**config.mk**
```make
export PLATFORM = sky130hd
export DESIGN_NAME = alu_sequencer
export DESIGN_NICKNAME = d
export VERILOG_FILES = /design/src/rtl/alu_sequencer_pkg.sv /design/src/rtl/alu_sequencer_seq_regfile.sv /design/src/rtl/alu_sequencer.sv
export SDC_FILE = /design/constraint.sdc
export NUM_CORES = 1
export LEC_CHECK = 0
export CAP_MARGIN = 40
export CELL_PAD_IN_SITES_DETAIL_PLACEMENT = 0
export CELL_PAD_IN_SITES_GLOBAL_PLACEMENT = 2
export CORE_ASPECT_RATIO = 1.75
export CORE_UTILIZATION = 38
export DETAILED_ROUTE_END_ITERATION = 6
export GPL_TIMING_DRIVEN = 0
export PLACE_DENSITY = 0.84
export SLEW_MARGIN = 20
export SYNTH_ARGS = -nofsm -noshare
export SYNTH_HDL_FRONTEND = slang
export SYNTH_SLANG_ARGS = --single-unit
```
**constraint.sdc**
```tcl
create_clock -name clk -period 11.94 [get_ports clk]
set_input_delay 2.985 -clock clk [delete_from_list [all_inputs] [get_ports clk]]
set_output_delay 2.985 -clock clk [all_outputs]
set_load 0.005 [all_outputs]
```
**src/rtl/alu_sequencer_pkg.sv**
```systemverilog
// alu_sequencer_pkg: opcodes, instruction field positions and FSM states shared by the sequencer
package alu_sequencer_pkg;

    localparam logic [3:0] OP_LDI  = 4'd0;
    localparam logic [3:0] OP_HALT = 4'd15;

    localparam int OP_LSB   = 12;
    localparam int RD_LSB   = 9;
    localparam int RS_LSB   = 6;
    localparam int RT_LSB   = 3;
    localparam int HIWE_BIT = 2;
    localparam int IMM_W    = 9;

    typedef enum logic [1:0] {
        IDLE,
        EXEC,
        HALT
    } state_t;

endpackage

```
**src/rtl/alu_sequencer_seq_regfile.sv**
```systemverilog
// seq_regfile: register file with two operand read ports, a debug port and one write port; r0 reads 0
module seq_regfile
    import alu_sequencer_pkg::*;
#(
    parameter int WIDTH = 16,
    parameter int NREGS = 8
) (
    input  logic             clk,
    input  logic             rst,
    input  logic [2:0]       ra,
    input  logic [2:0]       rb,
    input  logic [2:0]       rdbg,
    output logic [WIDTH-1:0] qa,
    output logic [WIDTH-1:0] qb,
    output logic [WIDTH-1:0] qdbg,
    input  logic             we,
    input  logic [2:0]       wa,
    input  logic [WIDTH-1:0] wd
);

    logic [WIDTH-1:0] mem [NREGS];

    // storage update; r0 is never written so it stays at its reset value
    always_ff @(posedge clk or posedge rst) begin
        if (rst) begin
            for (int i = 0; i < NREGS; i++) mem[i] <= '0;
        end else if (we && wa != 3'd0) begin
            mem[wa] <= wd;
        end
    end

    assign qa   = (ra == 3'd0) ? '0 : mem[ra];
    assign qb   = (rb == 3'd0) ? '0 : mem[rb];
    assign qdbg = (rdbg == 3'd0) ? '0 : mem[rdbg];

endmodule

```
**src/rtl/alu_sequencer.sv**
```systemverilog
// alu_sequencer: issue/writeback stage feeding the ALU from a register file, one instruction per two cycles
module alu_sequencer #(
    parameter int WIDTH = 16,
    parameter int NREGS = 8
) (
    input  logic             clk,
    input  logic             rst,
    input  logic             instr_valid,
    input  logic [15:0]      instr,
    output logic             instr_ready,
    output logic [WIDTH-1:0] alu_a,
    output logic [WIDTH-1:0] alu_b,
    output logic [3:0]       alu_op,
    input  logic [WIDTH-1:0] alu_out,
    input  logic [2:0]       alu_flags,
    input  logic [WIDTH-1:0] alu_hi,
    output logic             wb_valid,
    output logic [2:0]       wb_rd,
    output logic [WIDTH-1:0] wb_data,
    output logic [WIDTH-1:0] hi_q,
    output logic [2:0]       flags_q,
    output logic             halted,
    input  logic [2:0]       dbg_addr,
    output logic [WIDTH-1:0] dbg_data
);

    import alu_sequencer_pkg::*;

    state_t state, state_n;

    logic [3:0]       f_op;
    logic [2:0]       f_rd, f_rs, f_rt;
    logic             f_hi_we;
    logic [IMM_W-1:0] f_imm;
    logic             unused_rsvd;

    logic             is_ldi_q, hi_we_q;
    logic [2:0]       rd_q;
    logic [IMM_W-1:0] imm_q;

    logic [WIDTH-1:0] rs_data, rt_data, wr_data;
    logic             accept, wr_en;

    assign f_op        = instr[OP_LSB +: 4];
    assign f_rd        = instr[RD_LSB +: 3];
    assign f_rs        = instr[RS_LSB +: 3];
    assign f_rt        = instr[RT_LSB +: 3];
    assign f_hi_we     = instr[HIWE_BIT];
    assign f_imm       = instr[IMM_W-1:0];
    assign unused_rsvd = ^instr[HIWE_BIT-1:0];

    seq_regfile #(.WIDTH(WIDTH), .NREGS(NREGS)) u_rf (
        .clk  (clk),
        .rst  (rst),
        .ra   (f_rs),
        .rb   (f_rt),
        .rdbg (dbg_addr),
        .qa   (rs_data),
        .qb   (rt_data),
        .qdbg (dbg_data),
        .we   (wr_en),
        .wa   (rd_q),
        .wd   (wr_data)
    );

    // next state: accept only in IDLE, EXEC lasts one cycle, HALT holds until reset
    always_comb begin
        state_n = state;
        accept  = 1'b0;
        case (state)
            IDLE: begin
                accept = instr_valid;
                if (instr_valid) state_n = (f_op == OP_HALT) ? HALT : EXEC;
            end
            EXEC:    state_n = IDLE;
            default: state_n = HALT;
        endcase
    end

    assign instr_ready = (state == IDLE);
    assign halted      = (state == HALT);
    assign wr_en       = (state == EXEC);
    assign wr_data     = is_ldi_q ? WIDTH'(imm_q) : alu_out;

    // state register
    always_ff @(posedge clk or posedge rst) begin
        if (rst) state <= IDLE;
        else     state <= state_n;
    end

    // decode and operand capture at accept; ALU inputs then stay stable through EXEC
    always_ff @(posedge clk or posedge rst) begin
        if (rst) begin
            is_ldi_q <= 1'b0;
            hi_we_q  <= 1'b0;
            rd_q     <= '0;
            imm_q    <= '0;
            alu_a    <= '0;
            alu_b    <= '0;
            alu_op   <= '0;
        end else if (accept) begin
            is_ldi_q <= (f_op == OP_LDI);
            hi_we_q  <= f_hi_we;
            rd_q     <= f_rd;
            imm_q    <= f_imm;
            alu_a    <= rs_data;
            alu_b    <= rt_data;
            alu_op   <= (f_op == OP_LDI || f_op == OP_HALT) ? 4'd0 : f_op;
        end
    end

    // writeback report and status capture at the end of EXEC; LDI leaves flags and HI alone
    always_ff @(posedge clk or posedge rst) begin
        if (rst) begin
            wb_valid <= 1'b0;
            wb_rd    <= '0;
            wb_data  <= '0;
            flags_q  <= '0;
            hi_q     <= '0;
        end else begin
            wb_valid <= wr_en;
            if (wr_en) begin
                wb_rd   <= rd_q;
                wb_data <= wr_data;
                if (!is_ldi_q) begin
                    flags_q <= alu_flags;
                    if (hi_we_q) hi_q <= alu_hi;
                end
            end
        end
    end

endmodule

```
run_1/gate_families.png
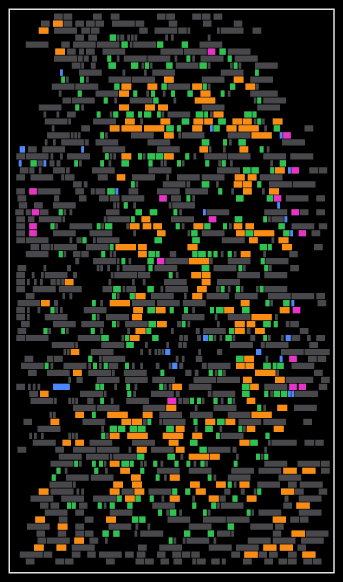
- orange: multiplexers (cells 156; most used mux2_2; where all over the die)
- green: inverting AOI/OAI gates (cells 246; most used o21ai_0)
- blue: NOR gates (cells 23; most used nor2_1)
- magenta: AND-OR and OR-AND gates (cells 18; most used o22a_1)

run_1/registers.png
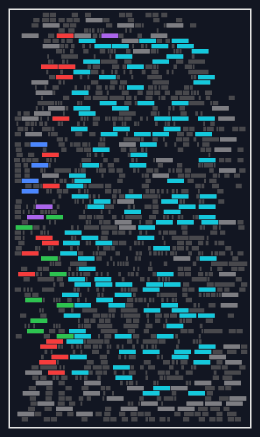
- purple: rd_q (placed flops 3)
- red: wb_data (placed flops 16)
- blue: alu_op (placed flops 4; where west)
- cyan: u_rf.mem (placed flops 112)
- green: imm_q (placed flops 9)
- not coloured: 58

==> flow_metrics.tcl, run 1 <==
# implementation run metrics
set metrics [dict create \
    cts.path.max_buffers 3 \
    finalNonFillerCells 1482 \
    edf_count 0 \
    vias 8743 \
    finalCriticalPeriod_ps 8253 \
    status "complete, but fails checks" \
    overflow 0 \
    final_common_cell "dfrtp_1" \
    drt_iter0_drc 724 \
    combPwrFrac_pct 34.7 \
    finalMaxSlewViolations 0 \
    place_hpwl_mm 27.75 \
    final_area_um2 12910 \
    post_cts_resize_count 0 \
    max_slew_margin_pct 33.41 \
    total_power_mw 3.075 \
    grt_pass1_vias 8999 \
    top_cells_by_count "dfrtp_1, nand2_1, o21ai_0, mux2_2" \
    die_x_um 125.9 \
    worst_pin_slew_ps 998.9 \
    area.combinational_um2 4654 \
    power_switching_share_pct 33.11 \
    die_area_um2 27560 \
    largestPowerGroup "registers" \
    root_buffer "clkbuf_16" \
    warnings 26 \
    cts_tree "built" \
    cp-start-kind "input port" \
    via_per_inst 5.899 \
    p_per_area_nw_per_um2 238.1 \
    synthArstFlopShare_pct 100.0 \
    design.core.area_um2 26490 \
    die_h_um 218.9 \
    ys_seq_share_pct 49.50 \
    critPathRequiredTime_ps 8960 \
    synthFlopType "dfrtp_1" \
    initial_core_util_pct 38.55 \
    crit_path_start "dbg_addr[2]" \
    dr.pass1.iters 7 \
    pwr-share-seq_pct 42.4 \
    grt_antenna_before_repair 0 \
    critPathMaxFanout 10 \
    port_buffers 145 \
    drv_cap 0 \
    placed_cell_area_um2 12170 \
    cpMostUsedCell "clkdlybuf4s50_1" \
    rows 79 \
    rsz0062_at_grt "false" \
    p_clk_mw 0.706 \
    fp_nets 1025 \
    layout-drive-gt1-share_pct 18.31 \
    setup_ws_ps 3687 \
    comb_power_mw 1.07 \
    cpLargestDelayFamily "buffers and inverters" \
    violations "design-rule violations" \
    clkTransAtPathRegs_ps 60 \
    grt_max_degree 89 \
    reg2reg_from "rd_q[2]$_DFFE_PP0P_" \
    ys_cells 968 \
    top_cell "dfrtp_1" \
    syn_avg_cell_area_um2 10.55 \
    worst_hold_startpoint "imm_q[0]$_DFFE_PP0P_" \
    wl_per_cell_um 26.54 \
    whs_ps 474.2 \
    hold_violations 0 \
    lay_top_cells "dfrtp_1, nand2_1, clkdlybuf4s50_1" \
    finalNetCount 1202 \
    drc 2 \
    top_area_cell "dfrtp_1" \
    cpPeakStageDelay_ps 740 \
    p_leak_nw 5.621 \
    clk_latency_ps 530 \
    netlist_area_um2 10210 \
    setup_tns_ps 0 \
    peakVddDrop_mv 0.1089 \
    top_cells_by_area "dfrtp_1, mux2_2, nand2_1" \
    utilization_pct 48.75 \
    place_congestion 0.9343 \
    path_class "in2out" \
    internal-power_mw 2.057 \
    antennaDiodeCount 0 \
    fillers 2535 \
    antenna_left 0 \
    setup_viol_count_final 0 \
    htreeDepth 1 \
    holdBufCountCts 0 \
    clock_sinks 202 \
    ys_warn_count 0 \
    yosys.area.top_type_share_pct 49.50 \
    path_buffers 3 \
    routed_wl_mm 39.34 \
    gr-usage-all-layers_pct 29.16 \
    ys_ff 202 \
    cpMaxStageDelayCell "clkbuf_1" \
    grt_pass1_wl_mm 58.48 \
    p_sw_mw 1.018 \
    p_seq_mw 1.30 \
    pre_cts_slack_ps 3799 \
    synthCells 968 \
    placed_cells 1443 \
    synth_cell_types 43 \
    hold_path.class "reg2reg" \
    syn2layout_area_growth_pct 26.47 \
    fin_crit_sh_pct 69.12 \
    clock_skew_ps 15.47 \
    io_pins 150 \
    arrival_ps 5270 \
    worst_setup_path_end_kind "primary output" \
    cts_setup_buffers 0 \
    fmax_mhz 121.2 \
    ys_chip_area_um2 10210 \
    numCtsBuffers 22 \
    regArea_um2 5055 \
    clkPwrFrac_pct 22.9 \
    crit_path_cell_trace "clkdlybuf4s50_1 > clkbuf_1 > a221oi_1 > a21oi_1 > clkdlybuf4s50_1" \
]
run_1/zoom.png
Region (6, 139) to (56, 189) um. Cells in grey, sequential cells in the stronger grey; small squares are vias.
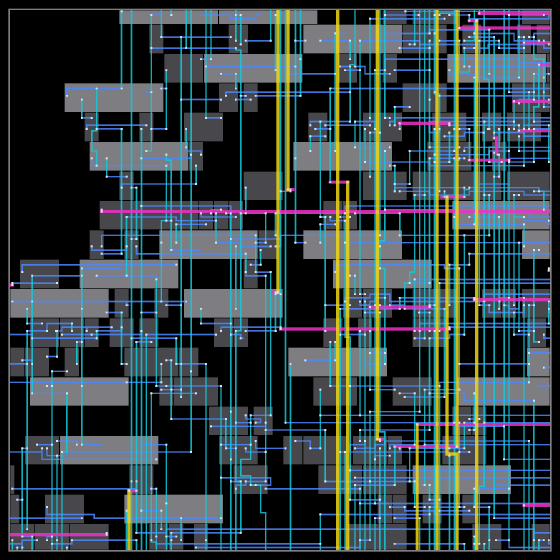
- cyan: met2
- blue: met1
- yellow: met4
- magenta: met3
- netlist names of flops here include: u_rf.mem (9), wb_data (3), wb_rd (3)
- cells with their middle in the window: 116
- sequential cells in the window: 19
- most frequent: nand2_1 (21), dfrtp_1 (19), o21ai_0 (12)

run 1: final cells by class:
class | instances | area share, %
Inverter | 18 | 0.5813
Clock buffer | 30 | 4.893
Timing Repair Buffer | 153 | 12.16
Tap cell | 324 | 3.139
Sequential cell | 202 | 39.14
Buffer | 84 | 3.362
Multi-Input combinational cell | 664 | 36.04
Clock inverter | 7 | 0.6782
run 1: path summary, 6_finish.rpt:
| kind | depth (start not counted) | slack (ps) | endpoint |
|---|---|---|---|
| worst max-delay path | 5 | 3690 | dbg_data[9] |
| worst min-delay path | 2 | 470 | imm_q[0]$_DFFE_PP0P_ |
| worst max register to register | 4 | 9880 | u_rf.mem[20]$_DFFE_PP0P_ |
| worst min register to register | 2 | 470 | imm_q[0]$_DFFE_PP0P_ |
| max in group asynchronous | 3 | 8340 | hi_q[9]$_DFFE_PP0P_ |
| min in group asynchronous | 2 | 2840 | alu_b[6]$_DFFE_PP0P_ |
run 1: sequential cells by signal (all words and copies together), names as in the netlist:
name and cells:
u_rf.mem 112, flags_q 3, alu_b 16, wb_data 16
hi_q 16, alu_a 16, state 2, rd_q 3
wb_valid 1, alu_op 4, wb_rd 3, imm_q 9
is_ldi_q 1
run 1: cell families after synthesis:
logic type	Yosys count	share of synthesized area, %
multiplexers	156	18.85
flip-flops	202	49.50
buffers and inverters	102	4.914
AND-OR/OR-AND	264	16.63
AND/OR/NAND/NOR	244	10.11
run 1: routing by layer:
metal / share of wire (%) / vias up / track usage, % / wire length [um]
li1: - / 3847 / - / -
met4: 7.2 / 0 / 19.80 / 2838
met3: 6.2 / 123 / 3.486 / 2449
met5: 0 / - / 0 / 0
met2: 50 / 426 / 50.22 / 19540
met1: 37 / 4347 / 33.93 / 14510
run_1/final_clocks.png
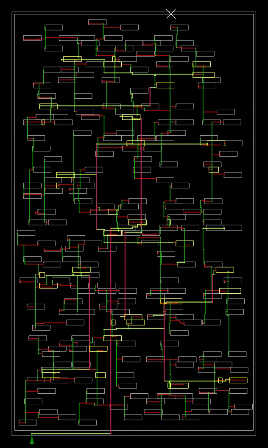

==> run 2: changes to the inputs <==
CORE_UTILIZATION = 35   (was 38)
PLACE_DENSITY = 0.78   (was 0.84)
clock period = 8.55 ns   (was 11.94 ns; I/O delays follow)
run_2/final_clocks.png
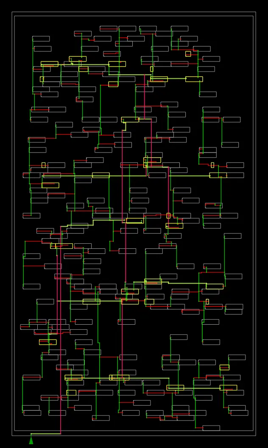
CTS buffer count: 22
clkbuf count: 32
flip-flops: 202
Clk power: 0.940 mW
clk latency late pin: 530 ps

==> run 2 against run 1 <==
  * The run now ends clean
  * Total power rose by 39%
  * Sequential share of layout area down 0.23 points
  * Cell count up 4.0%
  * Global-route usage decreased by 1.9 points
  * Clock skew hardly changed
  * Clock power grew 33%
  * Via count down 0.70%
  * Count of clock-buffer cells in the layout grew 2
  * Critical endpoint unchanged
==> flow_metrics.tcl, run 2 <==
# implementation run metrics
set metrics [dict create \
    status "completed" \
    cpMostUsedCell "clkdlybuf4s50_1" \
    cts_setup_buffers 0 \
    yosys.area.top_type_share_pct 49.50 \
    cp-start-kind "input port" \
    ys_warn_count 0 \
    design.core.area_um2 28630 \
    worst_pin_slew_ps 940.2 \
    final_common_cell "dfrtp_1" \
    whs_ps 479.4 \
    top_cell "dfrtp_1" \
    place_hpwl_mm 28.68 \
    top_area_cell "dfrtp_1" \
    gr-usage-all-layers_pct 27.28 \
    crit_path_start "dbg_addr[2]" \
    port_buffers 145 \
    routed_wl_mm 40.52 \
    finalCriticalPeriod_ps 6577 \
    reg2reg_from "rd_q[2]$_DFFE_PP0P_" \
    antenna_left 0 \
    worst_hold_startpoint "wb_data[3]$_DFFE_PP0P_" \
    ys_cells 968 \
    placed_cells 1499 \
    critPathRequiredTime_ps 6410 \
    ys_ff 202 \
    drv_cap 0 \
    drc 0 \
    cts_tree "built" \
    logic_family "multiplexers" \
    drt_iter0_drc 581 \
    grt_pass1_wl_mm 59.65 \
    cpPeakStageDelay_ps 710 \
    syn2layout_area_growth_pct 27.23 \
    arrival_ps 4440 \
    clock_skew_ps 15.24 \
    top_cells_by_count "dfrtp_1, nand2_1, o21ai_0, mux2_2" \
    synthFlopType "dfrtp_1" \
    finalNetCount 1206 \
    synthArstFlopShare_pct 100.0 \
    post_cts_resize_count 0 \
    synthCells 968 \
    setup_viol_count_final 0 \
    peakVddDrop_mv 0.1400 \
    grt_antenna_before_repair 0 \
    ys_sh_mux_pct 18.85 \
    path_class "in2out" \
    lay_top_cells "dfrtp_1, nand2_1, clkdlybuf4s50_1" \
    setup_tns_ps 0 \
    initial_core_util_pct 35.67 \
    die_h_um 228.0 \
    aoi_share_pct 16.63 \
    ys_seq_share_pct 49.50 \
    max_slew_margin_pct 35.52 \
    finalMaxSlewViolations 0 \
    root_buffer "clkbuf_16" \
    syn_avg_cell_area_um2 10.55 \
    place_congestion 0.9037 \
    grt_pass1_vias 8916 \
    largest_register_ffs 112 \
    p_per_area_nw_per_um2 327.9 \
    antennaDiodeCount 0 \
    edf_count 0 \
    clock_sinks 202 \
    holdBufCountCts 0 \
    via_per_inst 5.634 \
    crit_path_cell_trace "clkdlybuf4s50_1 > clkbuf_1 > a221oi_1 > a21oi_1 > clkdlybuf4s50_1" \
    cts.path.max_buffers 3 \
    vias 8682 \
    clkTransAtPathRegs_ps 60 \
    top_cells_by_area "dfrtp_1, mux2_2, nand2_1" \
    worst_setup_path_end_kind "primary output" \
    rows 82 \
    ys_sh_adder_pct 0 \
    ys_chip_area_um2 10210 \
    pre_cts_slack_ps 2066 \
    wl_per_cell_um 26.29 \
    synth_cell_types 43 \
    p_leak_nw 5.628 \
    simple_gate_area_share_pct 10.11 \
    setup_ws_ps 1973 \
    fmax_mhz 152.0 \
    warnings 26 \
    largest_register "u_rf.mem" \
    grt_max_degree 79 \
    layout-drive-gt1-share_pct 18.66 \
    cpMaxStageDelayCell "clkbuf_1" \
    fp_nets 1025 \
    xor_share_pct 0 \
    dr.pass1.iters 5 \
    netlist_area_um2 10210 \
    die_x_um 131.1 \
    hold_violations 0 \
    hold_path.class "reg2reg" \
    io_pins 150 \
    die_area_um2 29890 \
    fin_crit_sh_pct 76.92 \
    rsz0062_at_grt "false" \
    htreeDepth 1 \
    overflow 0 \
    finalNonFillerCells 1541 \
    critPathMaxFanout 10 \
]
run 2: cell counts after synthesis:
Identical to the previous run, type by type.
run 2: final timing paths:
path	to	slack [ps]	depth (start not counted)
max in group asynchronous	u_rf.mem[58]$_DFFE_PP0P_	5390	4
setup / recovery	dbg_data[9]	1970	5
hold reg to reg	wb_data[3]$_DFFE_PP0P_	480	2
hold / removal	wb_data[3]$_DFFE_PP0P_	480	2
min in group asynchronous	u_rf.mem[22]$_DFFE_PP0P_	2030	2
setup reg to reg	u_rf.mem[68]$_DFFE_PP0P_	6490	5
run 2: cell type report:
type / count / area, um2
Fill cell: 2801 / 15630
Buffer: 84 / 434.2
Clock inverter: 6 / 35.03
Sequential cell: 202 / 5055
Timing Repair Buffer: 157 / 1605
Clock buffer: 32 / 659.4
Tap cell: 378 / 473.0
Multi-Input combinational cell: 664 / 4654
Inverter: 18 / 75.07
run 2: critical path: cells and delay by family:
kind            cells  cell delay [ps]
buf+inv             3             1920
compound gates      2              370
run 2: layer usage:
layer	vias to the layer above	global-route usage, %	part of all wire [%]
met3	111	2.978	4.8
li1	3853	-	-
met1	4361	31.30	37
met2	357	48.34	52
met4	0	16.76	6.3
met5	-	0	0
run 2: report_power, final:
part / switching [mW] / internal [mW]
combinational: 0.604 / 0.890
sequential: 0.418 / 1.41
clock: 0.407 / 0.534
total: 1.43 / 2.83
run 2: per-stage QoR:
stage	power [mW]	util [%]	area, um2
6_report	4.260	45.38	12990
5_1_grt	4.517	45.38	12990
4_1_cts	4.270	45.24	12950
3_5_place_dp	3.323	42.81	12260
3_3_place_gp	3.278	42.39	12140
2_1_floorplan	2.559	-	10210
No activity file was given, so power comes from the tool's default toggle rates.
